### src/rtl/buffer_bb_to_stage_p.sv
// Moves one frame of N items from a buffer_BB into a stage memory, packing
// P consecutive items into each write, with optional bit-reversed addressing.
module buffer_bb_to_stage_p #(
  parameter int unsigned N      = 8,
  parameter int unsigned LOG_N  = 3,
  parameter int unsigned P      = 2,
  parameter int unsigned LOG_P  = 1,
  parameter int unsigned WIDTH  = 32,
  parameter int unsigned MWIDTH = 1
) (
  input  logic                    clk_i,
  input  logic                    rst_i,
  input  logic                    start_i,
  input  logic                    bitrev_i,
  input  logic                    read_full_i,
  input  logic [WIDTH+MWIDTH-1:0] read_data_i,
  output logic                    read_delete_o,
  output logic [P*LOG_N-1:0]      out_addr_o,
  output logic [P*WIDTH-1:0]      out_data_o,
  output logic                    out_nd_o,
  output logic                    out_mnd_o,
  output logic [MWIDTH-1:0]       out_m_o,
  output logic                    done_o,
  output logic                    active_o,
  output logic                    error_o
);

  typedef enum logic {IDLE, RUN} state_e;

  state_e                      state_q, state_d;
  logic [LOG_N-1:0]            idx_q, idx_d;
  logic                        mode_q, mode_d;
  logic [P-1:0][WIDTH-1:0]     slots_q, slots_d;
  logic [P*WIDTH-1:0]          data_q, data_d;
  logic [P*LOG_N-1:0]          addr_q, addr_d;
  logic [MWIDTH-1:0]           m_q, m_d;
  logic                        nd_q, nd_d;
  logic                        mnd_q, mnd_d;
  logic                        done_q, done_d;
  logic                        error_q, error_d;

  logic                        consume;
  logic [WIDTH-1:0]            sample;
  logic [LOG_N-1:0]            base;

  // Address of item i within the frame, natural or bit-reversed order.
  function automatic logic [LOG_N-1:0] map_addr(input logic [LOG_N-1:0] i, input logic rev);
    logic [LOG_N-1:0] r;
    for (int unsigned b = 0; b < LOG_N; b++) begin
      r[b] = i[LOG_N-1-b];
    end
    return rev ? r : i;
  endfunction

  // An item is taken only while running and never in a start or reset cycle.
  assign consume       = (state_q == RUN) & read_full_i & ~start_i & ~rst_i;
  assign read_delete_o = consume;
  assign active_o      = (state_q == RUN) | start_i;
  assign sample        = read_data_i[WIDTH+MWIDTH-1:MWIDTH];

  // Next-state: frame control, group packing and strobe generation.
  always_comb begin
    state_d = state_q;
    idx_d   = idx_q;
    mode_d  = mode_q;
    slots_d = slots_q;
    data_d  = data_q;
    addr_d  = addr_q;
    m_d     = m_q;
    nd_d    = 1'b0;
    mnd_d   = 1'b0;
    done_d  = 1'b0;
    error_d = error_q;
    base    = idx_q - LOG_N'(P - 1);

    if (start_i) begin
      if (state_q == IDLE) begin
        state_d = RUN;
        idx_d   = '0;
        mode_d  = bitrev_i;
      end else begin
        error_d = 1'b1;
      end
    end

    if (consume) begin
      slots_d[idx_q[LOG_P-1:0]] = sample;
      mnd_d = 1'b1;
      m_d   = read_data_i[MWIDTH-1:0];
      idx_d = idx_q + LOG_N'(1);
      if (idx_q[LOG_P-1:0] == LOG_P'(P - 1)) begin
        nd_d = 1'b1;
        for (int unsigned k = 0; k < P; k++) begin
          data_d[k*WIDTH +: WIDTH] = (k == P - 1) ? sample : slots_q[k];
          addr_d[k*LOG_N +: LOG_N] = map_addr(base + LOG_N'(k), mode_q);
        end
      end
      if (idx_q == LOG_N'(N - 1)) begin
        done_d  = 1'b1;
        state_d = IDLE;
      end
    end
  end

  // State register with synchronous reset; a partial group is simply dropped.
  always_ff @(posedge clk_i) begin
    if (rst_i) begin
      state_q <= IDLE;
      idx_q   <= '0;
      mode_q  <= 1'b0;
      slots_q <= '0;
      data_q  <= '0;
      addr_q  <= '0;
      m_q     <= '0;
      nd_q    <= 1'b0;
      mnd_q   <= 1'b0;
      done_q  <= 1'b0;
      error_q <= 1'b0;
    end else begin
      state_q <= state_d;
      idx_q   <= idx_d;
      mode_q  <= mode_d;
      slots_q <= slots_d;
      data_q  <= data_d;
      addr_q  <= addr_d;
      m_q     <= m_d;
      nd_q    <= nd_d;
      mnd_q   <= mnd_d;
      done_q  <= done_d;
      error_q <= error_d;
    end
  end

  assign out_addr_o = addr_q;
  assign out_data_o = data_q;
  assign out_nd_o   = nd_q;
  assign out_mnd_o  = mnd_q;
  assign out_m_o    = m_q;
  assign done_o     = done_q;
  assign error_o    = error_q;

endmodule

### config.mk
export PLATFORM = sky130hd
export DESIGN_NAME = buffer_bb_to_stage_p
export DESIGN_NICKNAME = d
export VERILOG_FILES = /design/src/rtl/buffer_bb_to_stage_p.sv
export SDC_FILE = /design/constraint.sdc
export NUM_CORES = 1
export LEC_CHECK = 0
export ABC_AREA = 1
export CAP_MARGIN = 15
export CORE_MARGIN = 5
export CORE_UTILIZATION = 53
export CTS_CLUSTER_SIZE = 40
export DETAILED_ROUTE_END_ITERATION = 8
export HOLD_SLACK_MARGIN = 0.03
export PLACE_DENSITY = 0.85
export SLEW_MARGIN = 20
export SYNTH_ARGS = -nofsm -noshare
export SYNTH_HDL_FRONTEND = slang
export SYNTH_SLANG_ARGS = --single-unit
### constraint.sdc
create_clock -name clk_i -period 2.2 [get_ports clk_i]
set_input_delay 0.55 -clock clk_i [delete_from_list [all_inputs] [get_ports clk_i]]
set_output_delay 0.55 -clock clk_i [all_outputs]
set_load 0.02 [all_outputs]
==> impl_metrics.toml, run 1 <==
# synthesis and place-and-route metrics
[placed_design]
place_ws_ps = -214
place_hpwl_mm = 7.71
place_congestion = 0.814

[drt]
routed_wl_mm = 10.7
vias = 4134

[critical_path]
arrival_ps = 1590
regToRegSetupSlack_ps = 740
critPathTopFamily = "buffers and inverters"
r2r-start = "state_q"
reg2reg_depth = 7
path_buffers = 2
crit_start = "read_full_i"
crit_chain = "clkdlybuf4s50_1 -> nand2_2 -> nor2_8 -> dlygate4sd2_1"

[logic_synthesis]
ys_sh_simple_pct = 35.8
synth-async-reset-ratio_pct = 0
synthCells = 701
topCombFamilyByArea = "simple AND/OR/NAND/NOR gates"
top_area_share_pct = 48.5
ys.flops = 112
ff_type = "dfxtp_1"
ys_sh_adder_pct = 0.812

[global_route]
grt_use_met2_pct = 33.4
grtUsageMet1_pct = 27.5
met3_usage_pct = 3.69
grt-busiest-layer = "met2"

[cells_and_area]
seq_share_pct = 36.8
layout.nets = 846
fillers = 732
clkbuf_count = 9
final_util_pct = 70.9
instances_no_fill = 918

[clocking]
cts_resized = 2
cts_tree = "done"
cts_buffer_depth = 2
cts_root_buffer = "clkbuf_8"

[outcome]
status = "finished, final reports clean"

[hold_path]
hold_path_end = "out_addr_o[1]"

[timing]
relSlewSlack_pct = 33.8
worst_pin_slew_ps = 993

[die]
core.rowCount = 34
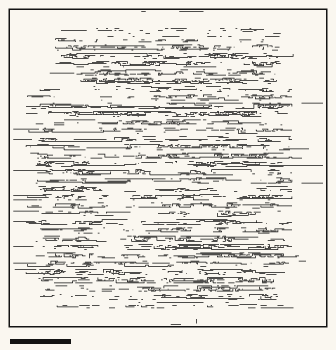
Figure 1: run 1, metal 1.
Scale bar: 20 um.
nets with wire on the layer = 782
share of all routed wire = 44%
main direction = horizontal

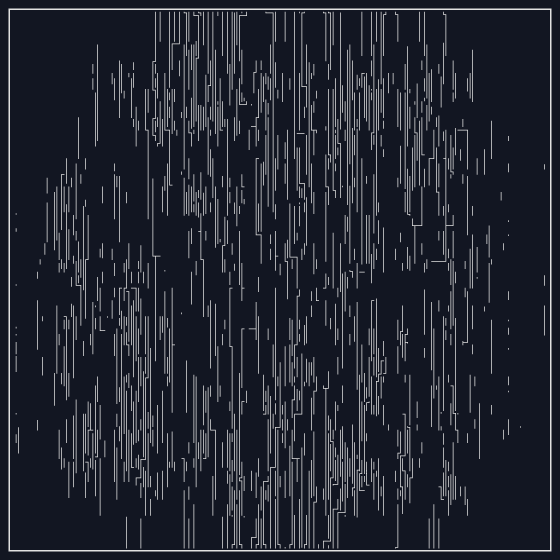
Figure 2: run 1, metal 2.
longest straight run = 38.1 um
nets with wire on the layer = 613
share of all routed wire = 48%
wire length on this layer = 5200 um
main direction = vertical

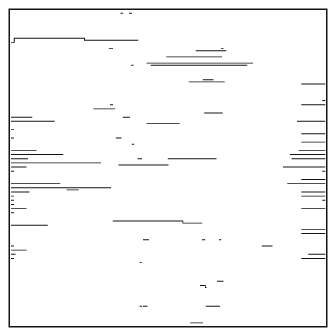
Figure 3: run 1, met3 routing.
wire length on this layer = 591 um
share of all routed wire = 5.5%
longest straight run = 34.5 um
nets with wire on the layer = 65
main direction = horizontal

--- run 2 (diff from run 1) ---
- ABC_AREA: 1 -> 0
- PLACE_DENSITY: 0.85 -> 0.86
- SLEW_MARGIN: 20 -> unset
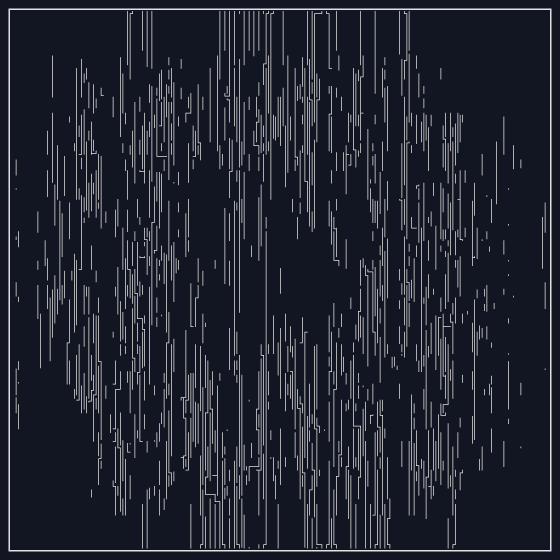
Figure 4: run 2, metal 2.
longest straight run = 59.3 um
nets with wire on the layer = 516
wire length on this layer = 5060 um
share of all routed wire = 48%

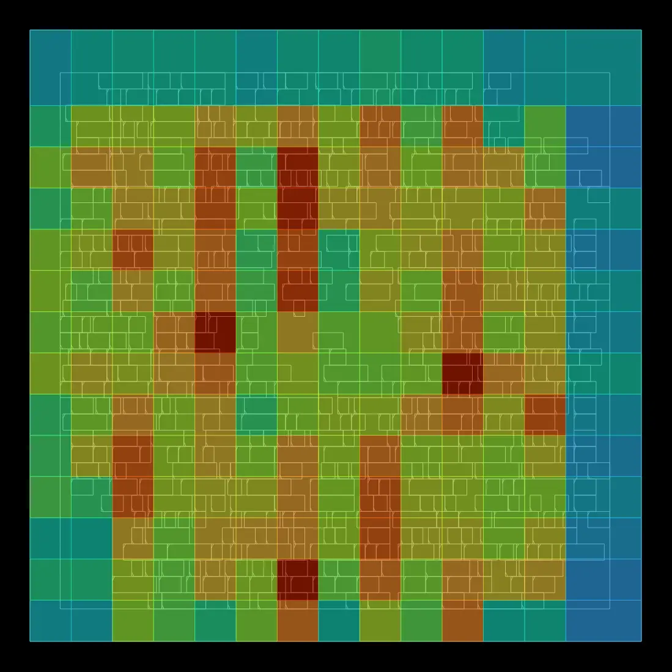
Figure 5: run 2, congestion heat map.
Final Core Density: 71.5%
Total GRT Usage: 20.2%
met1 GRT Util: 26.5%

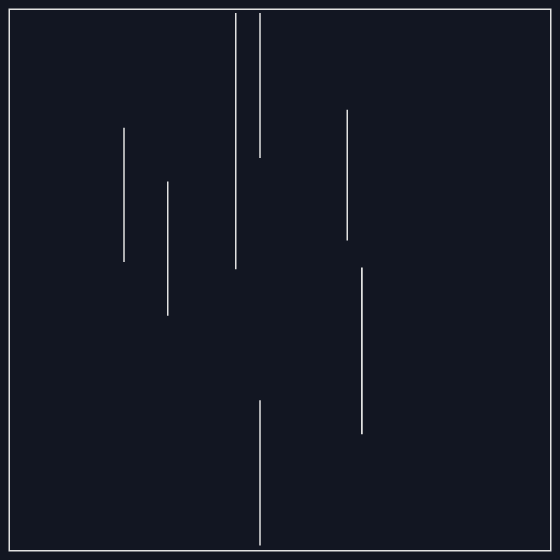
Figure 6: run 2, the metal 4 layer.
share of all routed wire = 2.0%
wire length on this layer = 209 um

==> run 2 against run 1 <==
  * Cell count shrank 27%
  * Via count shrank 14%
  * Maximum frequency grew 5.7%
  * Clock power shrank 9%
  * Worst hold slack gained 9.9 ps
  * Core utilization grew 0.64 points
==> impl_metrics.toml, run 2 <==
# synthesis and place-and-route metrics
[outcome]
status = "finished, final reports clean"

[global_route]
grt_use_met2_pct = 33.0
grt-ovfl-total = 0
antenna_found_initial = 0
met3_usage_pct = 4.30
grt-busiest-layer = "met2"

[drt]
routed_wl_mm = 10.5
vias = 3565

[die]
io_pins = 115
die_y_um = 102
tap_cells = 105
core.rowCount = 33

[critical_path]
regToRegSetupSlack_ps = 530
crit_start = "read_full_i"
crit_chain = "clkdlybuf4s50_1 -> and4bb_4 -> clkbuf_2"
critPathTopFamily = "buffers and inverters"
r2r-start = "idx_q[0]"
arrival_ps = 1470
path_buffers = 2
reg2reg_depth = 5

[clocking]
cts_resized = 4
cts_buffer_depth = 2
cts_tree = "done"
cts_root_buffer = "clkbuf_8"

[cells_and_area]
layout.nets = 600
clkbuf_count = 11
n_all_buffers = 128
bufAreaShareNonClock_pct = 21.7
instances_no_fill = 667
fillers = 632
seq_share_pct = 38.0

[power_and_ir_drop]
intPower_uw = 2700
sequentialPowerShare_pct = 59.6
seq_power_uw = 2070

[logic_synthesis]
top_area_share_pct = 49.6
ys.flops = 112
synth_top_cell_by_area = "dfxtp_1"
synthCells = 461
ff_type = "dfxtp_1"
synth-async-reset-ratio_pct = 0
topCombFamilyByArea = "simple AND/OR/NAND/NOR gates"
ys_sh_simple_pct = 23.4
ys_sh_adder_pct = 0.830

[placed_design]
place_congestion = 0.793
place_ws_ps = -279
place_hpwl_mm = 6.98

[timing]
relSlewSlack_pct = 38.5
fmax_mhz = 494
min_period_ps = 2020

[hold_path]
hold_path_depth = 2
hold_path_end = "out_data_o[15]"

[run]
cap_violations = 0
No activity file was given, so power comes from the tool's default toggle rates.
